## src/rtl/result_bcd_conv_pkg.sv

```systemverilog
// Shared types and constants for the binary-to-BCD result converter.
// Latency: n/a (declarations only).
// Backpressure: n/a (declarations only).
//
// Contents: FSM state enum and the double-dabble digit correction constants.
package result_bcd_pkg;

    typedef enum logic [1:0] {
        IDLE,
        CONV,
        DONE
    } state_t;

    // A work digit at or above the threshold gets the offset added before each shift.
    // After the shift it then carries correctly into the next decade.
    localparam logic [3:0] BCD_THRESH = 4'd5;
    localparam logic [3:0] BCD_OFFSET = 4'd3;

endpackage

```

## src/rtl/result_bcd_conv_if.sv

```systemverilog
// Handshake/result bundle between the multiplier and the BCD converter.
// Latency: n/a (wiring only).
// Backpressure: none; the producer watches busy, and strobes sent while busy are dropped.
//
// Signals: valid/Y (product strobe and value), busy, done, sign, bcd (packed BCD, units digit in [3:0]).
// Modports: master = multiplier side, slave = converter side.
interface result_bcd_conv_if #(
    parameter int W      = 16,
    parameter int DIGITS = 5
) ();
    logic                  valid;
    logic [W-1:0]          Y;
    logic                  busy;
    logic                  done;
    logic                  sign;
    logic [4*DIGITS-1:0]   bcd;

    modport master (output valid, Y, input busy, done, sign, bcd);
    modport slave  (input valid, Y, output busy, done, sign, bcd);
endinterface

```

## src/rtl/result_bcd_conv_add3.sv

```systemverilog
// Single-digit double-dabble correction: adds 3 to a BCD digit that is 5 or more.
// Latency: combinational.
// Backpressure: n/a.
//
// Ports: din (work digit), dout (corrected digit).
module bcd_add3
    import result_bcd_pkg::*;
(
    input  logic [3:0] din,
    output logic [3:0] dout
);

    always_comb begin
        dout = din;
        if (din >= BCD_THRESH) begin
            dout = din + BCD_OFFSET;
        end
    end

endmodule

```

## src/rtl/result_bcd_conv.sv

```systemverilog
// Converts a signed product into sign + packed-BCD magnitude using serial double dabble.
// Latency: done pulses W+1 rising edges after the edge that accepts valid.
// Backpressure: none; valid is only accepted in IDLE, and strobes while busy are dropped.
//
// Ports: clk, rst (async, active-high), bus (slave side: valid, Y in; busy, done, sign, bcd out).
module result_bcd_conv
    import result_bcd_pkg::*;
#(
    parameter int W      = 16,
    parameter int DIGITS = 5
) (
    input  logic              clk,
    input  logic              rst,
    result_bcd_conv_if.slave  bus
);

    localparam int                CNT_W    = $clog2(W + 1);
    localparam logic [CNT_W-1:0]  CNT_LAST = CNT_W'(W);

    state_t                state, state_nxt;
    logic [CNT_W-1:0]      cnt;
    logic [W-1:0]          mag;
    logic [4*DIGITS-1:0]   work;
    logic [4*DIGITS-1:0]   work_adj;
    logic                  sign_cap;
    logic                  sign_out;
    logic [4*DIGITS-1:0]   bcd_out;

    // Per-digit correction applied to the whole work register before each shift.
    for (genvar i = 0; i < DIGITS; i++) begin : g_add3
        bcd_add3 u_add3 (
            .din  (work[4*i +: 4]),
            .dout (work_adj[4*i +: 4])
        );
    end

    always_ff @(posedge clk or posedge rst) begin
        if (rst) begin
            state <= IDLE;
        end else begin
            state <= state_nxt;
        end
    end

    // CONV performs W shift steps while cnt counts 0..W-1.
    // The cycle with cnt == W only publishes the result.
    always_comb begin
        state_nxt = state;
        case (state)
            IDLE:    if (bus.valid) state_nxt = CONV;
            CONV:    if (cnt == CNT_LAST) state_nxt = DONE;
            DONE:    state_nxt = IDLE;
            default: state_nxt = IDLE;
        endcase
    end

    always_ff @(posedge clk or posedge rst) begin
        if (rst) begin
            cnt      <= '0;
            mag      <= '0;
            work     <= '0;
            sign_cap <= 1'b0;
            sign_out <= 1'b0;
            bcd_out  <= '0;
        end else begin
            case (state)
                IDLE: begin
                    if (bus.valid) begin
                        // Plain W-bit negation: the most negative input maps to 2^(W-1).
                        mag      <= bus.Y[W-1] ? (~bus.Y) + W'(1) : bus.Y;
                        sign_cap <= bus.Y[W-1];
                        work     <= '0;
                        cnt      <= '0;
                    end
                end
                CONV: begin
                    if (cnt != CNT_LAST) begin
                        {work, mag} <= {work_adj, mag} << 1;
                        cnt         <= cnt + CNT_W'(1);
                    end else begin
                        bcd_out  <= work;
                        sign_out <= sign_cap;
                    end
                end
                default: ;
            endcase
        end
    end

    assign bus.busy = (state != IDLE);
    assign bus.done = (state == DONE);
    assign bus.sign = sign_out;
    assign bus.bcd  = bcd_out;

endmodule

```

## src/flat_wrapper.sv

```systemverilog
// flat-port wrapper written by rule: the top's interface ports become plain ports
module result_bcd_conv_flat import result_bcd_pkg::*;
#(
    parameter int W      = 16,
    parameter int DIGITS = 5
)
  (clk, rst, bus_valid, bus_Y, bus_busy, bus_done, bus_sign, bus_bcd);
  result_bcd_conv_if #(.W(W), .DIGITS(DIGITS)) bus_i ();
  input  logic clk;
  input  logic rst;
  input wire logic [$bits(bus_i.valid)-1:0] bus_valid;
  input wire logic [$bits(bus_i.Y)-1:0] bus_Y;
  output wire logic [$bits(bus_i.busy)-1:0] bus_busy;
  output wire logic [$bits(bus_i.done)-1:0] bus_done;
  output wire logic [$bits(bus_i.sign)-1:0] bus_sign;
  output wire logic [$bits(bus_i.bcd)-1:0] bus_bcd;
  assign bus_i.valid = bus_valid;
  assign bus_i.Y = bus_Y;
  assign bus_busy = bus_i.busy;
  assign bus_done = bus_i.done;
  assign bus_sign = bus_i.sign;
  assign bus_bcd = bus_i.bcd;
  result_bcd_conv #(.W(W), .DIGITS(DIGITS)) u_core (.clk(clk), .rst(rst), .bus(bus_i));
endmodule
```

## config.mk

```make
export PLATFORM = sky130hd
export DESIGN_NAME = result_bcd_conv_flat
export DESIGN_NICKNAME = d
export VERILOG_FILES = /design/src/rtl/result_bcd_conv_pkg.sv /design/src/rtl/result_bcd_conv_if.sv /design/src/rtl/result_bcd_conv_add3.sv /design/src/rtl/result_bcd_conv.sv /design/src/flat_wrapper.sv
export SDC_FILE = /design/constraint.sdc
export NUM_CORES = 1
export LEC_CHECK = 0
export CORE_MARGIN = 5
export CORE_UTILIZATION = 35
export DETAILED_ROUTE_END_ITERATION = 6
export PLACE_DENSITY = 0.58
export SLEW_MARGIN = 20
export SYNTH_ARGS = -nofsm -noshare
export SYNTH_HDL_FRONTEND = slang
export SYNTH_SLANG_ARGS = --single-unit
```

## constraint.sdc

```tcl
create_clock -name clk -period 1.9 [get_ports clk]
set_input_delay 0.38 -clock clk [delete_from_list [all_inputs] [get_ports clk]]
set_output_delay 0.38 -clock clk [all_outputs]
set_load 0.05 [all_outputs]
```

==> images/layer_met3.png <==
(3 px per um)
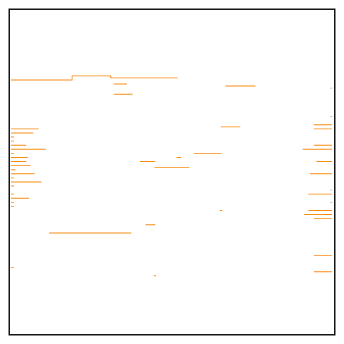
42 nets have wire on it. The layer holds 4.0% of the routed length.

==> images/layer_met1.png <==
(3 px per um) Supply wires on this layer in gray.
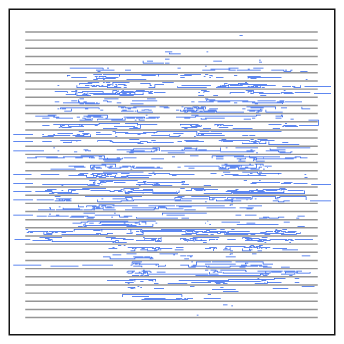
The longest straight run is 24.8 um. The layer holds 49% of the routed length. 398 nets have wire on it. The layer carries 3,690 um of wire.

==> images/placement.png <==
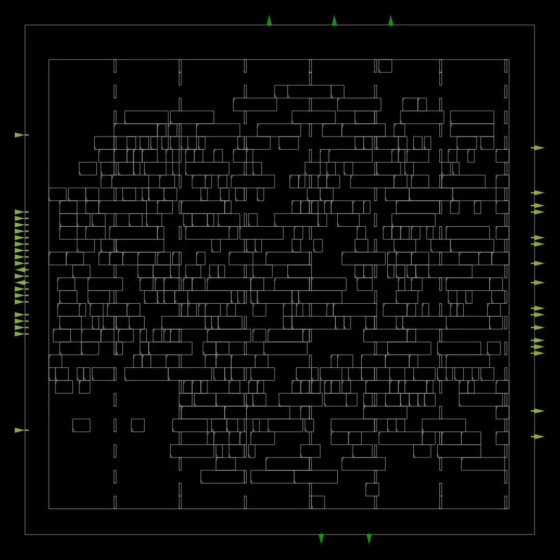
tap cell count: 129
utilization after layout: 47.6%
row count: 35
final std cells w/o fill: 549

==> images/layer_met2.png <==
(2 px per um) Cells faint in the background.
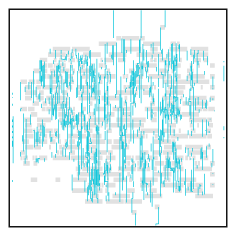
The layer carries 3,380 um of wire. The longest straight run is 33.0 um. The wires run mostly vertical. The layer holds 45% of the routed length. 361 nets have wire on it.

==> images/io_placement.png <==
(3 px per um) Pins as bars across the die edge, other pins in gray.
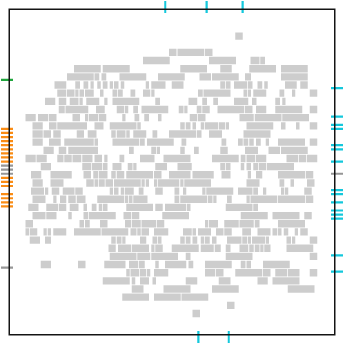
Cyan is bus_bcd, pins 20, direction output, edge 15 right, 3 top, 2 bottom. Green is clk, pins 1, direction input, edge left. Orange is bus_Y, pins 16, direction input, edge left.

==> summary.txt <==
Flow results.

- The area used by sequential logic in the layout is 1630 um^2.
- The area figure in the yosys stat output is 3360 um^2.
- Counting every net in the synthesized netlist gives 380.
- The areal power density over the cells is 1680 nW/um^2.
- The arrival time of data at the critical path endpoint is 2.11 ns.
- The power report lists cell-internal power as 4.17 mW.
- The kind of cell with the highest combined delay along the critical path is simple AND/OR/NAND/NOR gates.
- The overall routed net length is 7.46 mm.
- For this sky-water flow run, the detailed-routed wirelength per cell is reported as 13.6 um.
- The worst endpoint required time is 2.16 ns.
- The flow ran to the end, and the final reports show no timing, DRC or antenna violations.
- The most used routing layer is met2.
- The count of non-CTS inverters in the layout is 18.
- The number of global-route vias before repair was 2,686.
- The final-report setup violation count is 0.
- The final layout contains a sequential cell count of 65.
- The largest net degree at the start of global routing is 33.
- The total of fill cells in the finished design is 914.
- The DRC violation total after the first TritonRoute iteration is 96.
- In this run the power spent charging and discharging nets is 3.25 mW.
- The cell-mix breakdown from Yosys lists the compound-gate area share as 16.4%.
- The biggest area contributor in the post-synthesis netlist is dfrtp_1.
- The horizontal die dimension is 108 um.
Power figures rest on the tool's default switching activity, not on a simulated workload.
